wires.png
Bar = 10 um. Two of the layers only.
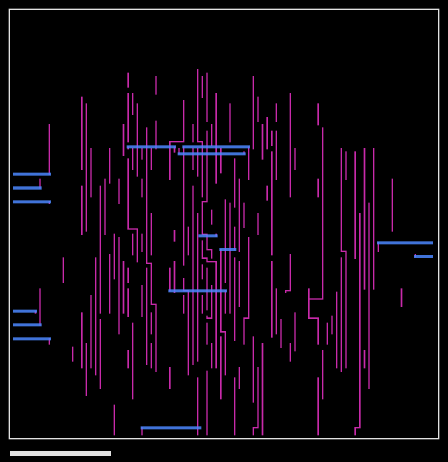
clk_routes.png
Bar = 10 um.
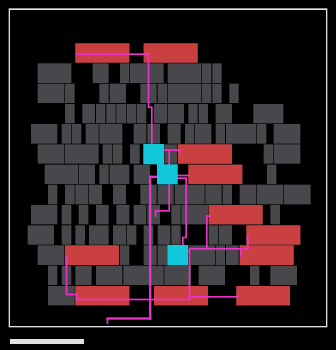
flops_by_reg.png
Bar = 10 um. Other sequential cells in the stronger gray, the rest of the logic in the fainter gray.
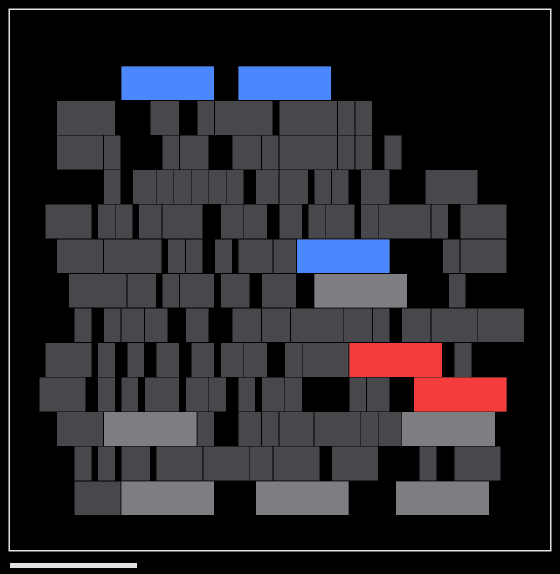
placement_by_type.png
Fill, decap, tap and diode cells in gray.
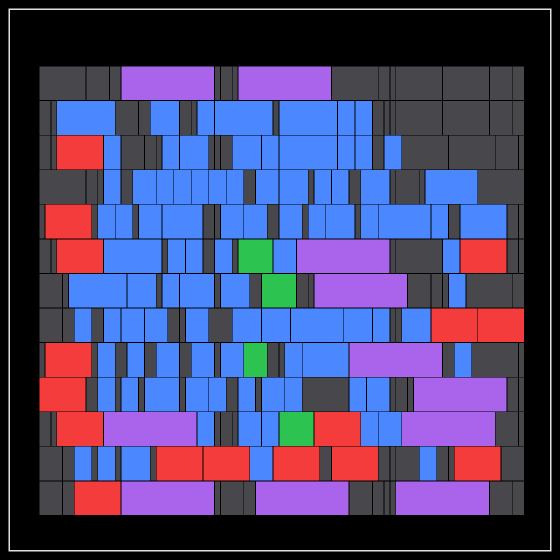
--- config.mk ---
export PLATFORM = sky130hd
export DESIGN_NAME = alu_op_sequencer
export DESIGN_NICKNAME = d
export VERILOG_FILES = /design/src/rtl/alu_seq_pkg.sv /design/src/rtl/alu_op_decode.sv /design/src/rtl/alu_op_sequencer.sv
export SDC_FILE = /design/constraint.sdc
export NUM_CORES = 1
export LEC_CHECK = 0
export ABC_AREA = 1
export CAP_MARGIN = 25
export CORE_MARGIN = 2
export CORE_UTILIZATION = 50
export DETAILED_ROUTE_END_ITERATION = 12
export PLACE_DENSITY = 0.8
export SYNTH_ARGS = -nofsm -noshare
export SYNTH_HDL_FRONTEND = slang
export SYNTH_SLANG_ARGS = --single-unit
--- constraint.sdc ---
create_clock -name clk -period 4.2 [get_ports clk]
set_clock_uncertainty 0.1 [all_clocks]
set_input_delay 0.84 -clock clk [delete_from_list [all_inputs] [get_ports clk]]
set_output_delay 0.84 -clock clk [all_outputs]
set_load 0.02 [all_outputs]
--- src/rtl/alu_seq_pkg.sv ---
// Shared types, opcode map, function codes and decode helper for the ALU op sequencer.
package alu_seq_pkg;

  typedef enum logic [1:0] {
    IDLE  = 2'd0,
    EXEC  = 2'd1,
    SHIFT = 2'd2
  } seq_state_t;

  // Exact opcodes of the extended map
  localparam logic [3:0] ADR_OP = 4'b0000;
  localparam logic [3:0] ANR_OP = 4'b0001;
  localparam logic [3:0] ORR_OP = 4'b0010;
  localparam logic [3:0] SBR_OP = 4'b0011;
  localparam logic [3:0] NTR_OP = 4'b0100;
  localparam logic [3:0] SHL_OP = 4'b0101;
  localparam logic [3:0] SHR_OP = 4'b0110;
  localparam logic [3:0] ADA_OP = 4'b1000;
  localparam logic [3:0] ANA_OP = 4'b1010;

  // ADA/ANA ignore opcode[0], so they are matched on their upper three bits
  localparam logic [2:0] ADA_PFX = 3'b100;
  localparam logic [2:0] ANA_PFX = 3'b101;

  // ALU function-select codes
  localparam logic [2:0] ADD_FN = 3'd0;
  localparam logic [2:0] AND_FN = 3'd1;
  localparam logic [2:0] OR_FN  = 3'd2;
  localparam logic [2:0] SUB_FN = 3'd3;
  localparam logic [2:0] NOT_FN = 3'd4;
  localparam logic [2:0] SHL_FN = 3'd5;
  localparam logic [2:0] SHR_FN = 3'd6;
  localparam logic [2:0] NOP_FN = 3'd7;

  typedef struct packed {
    logic [2:0] fn;
    logic       is_shift;
    logic       is_illegal;
  } decode_t;

  // Unmapped opcodes fall through as illegal with a NOP function so nothing stale leaks out
  function automatic decode_t decode_op(input logic [3:0] op);
    decode_t d;
    d.fn         = NOP_FN;
    d.is_shift   = 1'b0;
    d.is_illegal = 1'b1;
    if (op[3:1] == ADA_PFX) begin
      d.fn         = ADD_FN;
      d.is_illegal = 1'b0;
    end else if (op[3:1] == ANA_PFX) begin
      d.fn         = AND_FN;
      d.is_illegal = 1'b0;
    end else begin
      case (op)
        ADR_OP: begin d.fn = ADD_FN; d.is_illegal = 1'b0; end
        ANR_OP: begin d.fn = AND_FN; d.is_illegal = 1'b0; end
        ORR_OP: begin d.fn = OR_FN;  d.is_illegal = 1'b0; end
        SBR_OP: begin d.fn = SUB_FN; d.is_illegal = 1'b0; end
        NTR_OP: begin d.fn = NOT_FN; d.is_illegal = 1'b0; end
        SHL_OP: begin d.fn = SHL_FN; d.is_shift = 1'b1; d.is_illegal = 1'b0; end
        SHR_OP: begin d.fn = SHR_FN; d.is_shift = 1'b1; d.is_illegal = 1'b0; end
        default: ;
      endcase
    end
    return d;
  endfunction

endpackage

--- src/rtl/alu_op_decode.sv ---
// Purely combinational opcode decoder, shareable with the single-cycle datapath.
module alu_op_decode
  import alu_seq_pkg::*;
(
  input  logic [3:0] opcode,
  output logic [2:0] fn,
  output logic       is_shift,
  output logic       is_illegal
);

  decode_t dec;

  // Map the opcode through the shared decode helper
  always_comb begin
    dec        = decode_op(opcode);
    fn         = dec.fn;
    is_shift   = dec.is_shift;
    is_illegal = dec.is_illegal;
  end

endmodule

--- src/rtl/alu_op_sequencer.sv ---
// Registered ALU control sequencer: accepts one opcode per handshake and drives
// the ALU select/enable for one cycle, or shamt cycles for shifts, then pulses done.
module alu_op_sequencer
  import alu_seq_pkg::*;
#(
  parameter int OPCODE_W = 4,
  parameter int FN_W     = 3,
  parameter int CNT_W    = 3
) (
  input  logic                clk,
  input  logic                rst_n,
  input  logic                in_valid,
  output logic                in_ready,
  input  logic [OPCODE_W-1:0] opcode,
  input  logic [CNT_W-1:0]    shamt,
  output logic [FN_W-1:0]     alu_operation,
  output logic                alu_en,
  output logic                done,
  output logic                illegal
);

  seq_state_t state, next_state;
  logic [CNT_W-1:0] cnt, next_cnt;
  logic [FN_W-1:0]  next_op;
  logic             next_en;
  logic             next_done;
  logic             next_illegal;

  logic [2:0] dec_fn;
  logic       dec_shift;
  logic       dec_illegal;
  logic       accept;

  alu_op_decode u_decode (
    .opcode     (opcode),
    .fn         (dec_fn),
    .is_shift   (dec_shift),
    .is_illegal (dec_illegal)
  );

  // Ready whenever idle or in the final cycle of an op, so streams run without bubbles
  assign in_ready = (state == IDLE) || done;
  assign accept   = in_valid && in_ready;

  // Next state and next registered outputs; a launch path is shared by IDLE, EXEC and final SHIFT
  always_comb begin
    next_state   = IDLE;
    next_cnt     = cnt;
    next_op      = FN_W'(NOP_FN);
    next_en      = 1'b0;
    next_done    = 1'b0;
    next_illegal = 1'b0;

    if (state == SHIFT && cnt != '0) begin
      next_state = SHIFT;
      next_cnt   = cnt - CNT_W'(1);
      next_op    = alu_operation;
      next_en    = 1'b1;
      next_done  = (cnt == CNT_W'(1));
    end else if (accept) begin
      if (dec_illegal) begin
        next_state   = EXEC;
        next_done    = 1'b1;
        next_illegal = 1'b1;
      end else if (dec_shift && shamt == '0) begin
        next_state = EXEC;
        next_done  = 1'b1;
      end else if (dec_shift) begin
        next_state = SHIFT;
        next_cnt   = shamt - CNT_W'(1);
        next_op    = FN_W'(dec_fn);
        next_en    = 1'b1;
        next_done  = (shamt == CNT_W'(1));
      end else begin
        next_state = EXEC;
        next_op    = FN_W'(dec_fn);
        next_en    = 1'b1;
        next_done  = 1'b1;
      end
    end else begin
      next_cnt = '0;
    end
  end

  // State, shift counter and output registers with synchronous active-low reset
  always_ff @(posedge clk) begin
    if (!rst_n) begin
      state         <= IDLE;
      cnt           <= '0;
      alu_operation <= FN_W'(NOP_FN);
      alu_en        <= 1'b0;
      done          <= 1'b0;
      illegal       <= 1'b0;
    end else begin
      state         <= next_state;
      cnt           <= next_cnt;
      alu_operation <= next_op;
      alu_en        <= next_en;
      done          <= next_done;
      illegal       <= next_illegal;
    end
  end

endmodule

==> run_results.csv <==
group,metric,value,unit
outcome,status,"finished clean",
grt,grt_pass1_wl,2700,um
detailed_routing,route.detailed.drc,0,
clock_network,cts_buf_count,3,
cells_and_area,final_net_count,141,
final_timing,rsz0062_at_grt,"false",
place,io_buffer_count,16,
clock_network,holdBufCountCts,0,
clock_network,ctsResizeCount,0,
grt,antenna_found_initial,0,
worst_setup_path,crit-reg2reg-launch,"cnt[0]",
final_timing,fmax,412,MHz
synth,enable_flop_cells,0,
final_timing,final.hold.worst_slack,0.390,ns
synth,netlist.top_cell.by_instances,"sky130_fd_sc_hd__nand2_1",
synth,yosys.cell_types.count,23,
worst_setup_path,cp-startpoint,"state[1]",
synth,synthDominantAreaCellType,"sky130_fd_sc_hd__dfxtp_1",
synth,postSynthCellCount,106,
synth,yosys_warnings,0,
hold_path,hold_path.class,"reg2reg",
worst_setup_path,cp-end-kind,"primary output",
worst_setup_path,arrival_worst_endpoint,1.49,ns
detailed_routing,routed_vias_inst,5.02,
power_and_ir_drop,vdd_ir_drop_max,0.181,mV
clock_network,worstSkewPairLatency,0.26,ns
grt,grt.overflow.total,0,
synth,yosysTopAreaCellShare,0.297,
place,placement.cell_area,905,um2
power_and_ir_drop,power-per-cell-area,279,nW/um2
cells_and_area,finalCoreUtilization,0.690,
floorplan,die_x,42.5,um
job,log.warning_count,30,
floorplan,fp.dieArea,1810,um2
hold_path,hold_path_startpoint,"alu_operation[1]",
clock_network,clock_tree.root_cell,"sky130_fd_sc_hd__clkbuf_4",
synth,synth.top_cells.by_count,"sky130_fd_sc_hd__nand2_1, sky130_fd_sc_hd__inv_1, sky130_fd_sc_hd__nand3_1",
final_timing,timing.final.crit_share,0.578,
synth,yosysSeqAreaShare,0.297,
job,maxCapViolCount,0,
cells_and_area,filler_cell_count,129,
clock_network,max-clock-path-buffers,2,
final_timing,finalSetupViolations,0,
cells_and_area,drive_above_1_share,0.161,
synth,syn_avg_cell_area,6.99,um2
floorplan,fp_util,0.549,
place,place_hpwl,1230,um
grt,via_count_of_the_first_global_routing_pass,653,
synth,synth_top_flop_cell,"sky130_fd_sc_hd__dfxtp_1",
synth,register_bit_total_from_synthesis,11,
detailed_routing,routed_via_count,698,
synth,mapped_nets,122,
worst_setup_path,crit_path_start_kind,"flop",
synth,yosys_cells,106,
clock_network,clk_pin_slew_worst_paths,0.08,ns
clock_network,cts_max_level,1,
clock_network,tritoncts,"yes",
cells_and_area,seq_area,220,um2
cells_and_area,layout.cells.non_filler,139,
final_timing,headroom_to_the_max_slew_limit,0.754,
final_timing,period_minus_slack,2.43,ns
place,placed_cells_incl_taps,135,
cells_and_area,antenna-diode-count,0,
floorplan,die_h,42.5,um
synth,syn_area,741,um2
detailed_routing,initial_detailed_routing_violation_count,35,
worst_setup_path,timing.setup.critical_path_class,"reg2out",
grt,grt_max_degree,12,
cells_and_area,logic_area,445,um2
final_timing,worst_slew_pin_slew,0.367,ns
detailed_routing,drtPass1Iterations,4,
synth,async_reset_ff_frac,0,
power_and_ir_drop,power.static_leakage,0.442,nW
detailed_routing,antenna_left,0,
worst_setup_path,critPathMaxFanout,4,
worst_setup_path,cp_data_required_time,3.26,ns
clock_network,tritoncts_num_sinks,11,
synth,synth-area-yosys,741,um2
cells_and_area,layout-area-overhead-vs-synth,25.8,%
grt,grtUsageTotal,0.194,
synth,largest_cells_by_area,"sky130_fd_sc_hd__dfxtp_1, sky130_fd_sc_hd__nand2_1, sky130_fd_sc_hd__ha_1",
final_timing,finalMaxSlewViolations,0,
floorplan,io-pin-count,17,
clock_network,cts_post_setup_buffers_inserted,0,
place,place_congestion,0.818,
final_timing,totalNegativeSetupSlack,0,ns
final_timing,hold_violations,0,
-- wires.png (at the start) --
metal 2: marked magenta, wire length 775 um. metal 3: marked blue, wire length 56.1 um.
routed wire length: 1530 um
routed length per placed instance: 11.0 um

-- clk_routes.png (at the start) --
clock wires: marked magenta, length 137 um. clock drivers: marked cyan, count 3. flip-flops: marked red, count 11.
There are 4 routed clock nets.
Clock group: 0.0714 mW
proportion of power drawn by the clock network: 0.275

-- flops_by_reg.png (at the start) --
cnt: marked blue, placed flops 3. state: marked red, placed flops 2.
Another 6 sequential cells are not colored.

-- placement_by_type.png (at the start) --
other buffers and delay cells: marked red, cells 16. combinational and other logic: marked blue, cells 93. flops: marked purple, cells 11. clock drivers and dummy loads: marked green, cells 4.
row cnt: 13
fraction of area in registers: 0.236
core box area: 1350 um2
summed area of non-filler cells in the final layout: 932 um2

registers in the layout, indices dropped and copies added (netlist names):
| name | flops |
|---|---|
| state | 2 |
| cnt | 3 |
| alu_operation | 3 |
| alu_en | 1 |
| illegal | 1 |
| done | 1 |
per-stage QoR:
stage	setup WS [ns]	power [mW]
2_1_floorplan	2.40	0.164
3_3_place_gp	1.88	0.189
3_5_place_dp	1.85	0.190
4_1_cts	1.76	0.262
5_1_grt	1.70	0.277
6_report	1.77	0.260
critical path, cell delays in order, from the launching register on:
cell,delay (ns)
sky130_fd_sc_hd__dfxtp_1,0.35
sky130_fd_sc_hd__o21bai_2,0.23
sky130_fd_sc_hd__clkdlybuf4s50_1,0.64
path summary, 6_finish.rpt:
kind	endpoint	slack (ns)	cells after the start
max reg2reg	cnt[1]	2.67	8
min reg2reg	alu_operation[1]	0.39	2
min	alu_operation[1]	0.39	2
max	in_ready	1.77	2
layout by cell type, fill, tap and decap left out:
master,Yosys,final
sky130_fd_sc_hd__o21ai_1,1,1
sky130_fd_sc_hd__or2_1,1,1
sky130_fd_sc_hd__nand3_2,2,2
sky130_fd_sc_hd__nand3_1,13,13
sky130_fd_sc_hd__nand3b_1,1,1
sky130_fd_sc_hd__o21bai_2,1,1
sky130_fd_sc_hd__clkbuf_4,0,3
sky130_fd_sc_hd__dfxtp_1,11,11
sky130_fd_sc_hd__inv_2,1,1
sky130_fd_sc_hd__nand2_1,21,21
sky130_fd_sc_hd__clkdlybuf4s50_1,0,16
sky130_fd_sc_hd__nand4_1,1,1
sky130_fd_sc_hd__inv_1,15,15
sky130_fd_sc_hd__xor2_1,1,1
sky130_fd_sc_hd__ha_1,6,6
sky130_fd_sc_hd__nor2_1,10,10
sky130_fd_sc_hd__nor2_4,2,2
sky130_fd_sc_hd__o22ai_1,1,1
sky130_fd_sc_hd__nand2_2,3,3
sky130_fd_sc_hd__a21oi_1,3,3
sky130_fd_sc_hd__o21ai_0,2,2
sky130_fd_sc_hd__nor2_2,7,7
sky130_fd_sc_hd__clkinv_2,0,1
sky130_fd_sc_hd__o211ai_1,1,1
logic make-up (layout without fill, tap and decap cells):
| family | after synthesis | in the layout | synth area share |
|---|---|---|---|
| and+or+nand+nor | 61 | 61 | 0.414 |
| AOI/OAI and AO/OA | 9 | 9 | 0.0743 |
| adders and majority gates | 6 | 6 | 0.101 |
| buffers and inverters | 18 | 36 | 0.101 |
| DFF | 11 | 11 | 0.297 |
| xor gates and xnor gates | 1 | 1 | 0.0118 |
report_power, final:
part	leakage (nW)	internal (mW)	switching, mW
Clock	0.0177	0.0352	0.0363
Combinational	0.333	0.0315	0.0419
Sequential	0.0905	0.111	0.00388
layer usage:
metal | up-vias | track usage | wire [um]
met5 | - | 0 | 0
met4 | 0 | 0.0750 | 19
met3 | 2 | 0.0259 | 56
met2 | 20 | 0.338 | 775
met1 | 306 | 0.237 | 677
li1 | 370 | - | -
layout make-up:
cell class	instances	area share
clock inverters	1	0.00537
repair buffers	16	0.172
multi-input cells	77	0.478
well taps	15	0.0201
inverters	16	0.0644
flip-flops and latches	11	0.236
clock buffers	3	0.0242
Power figures rest on the tool's default switching activity, not on a simulated workload.
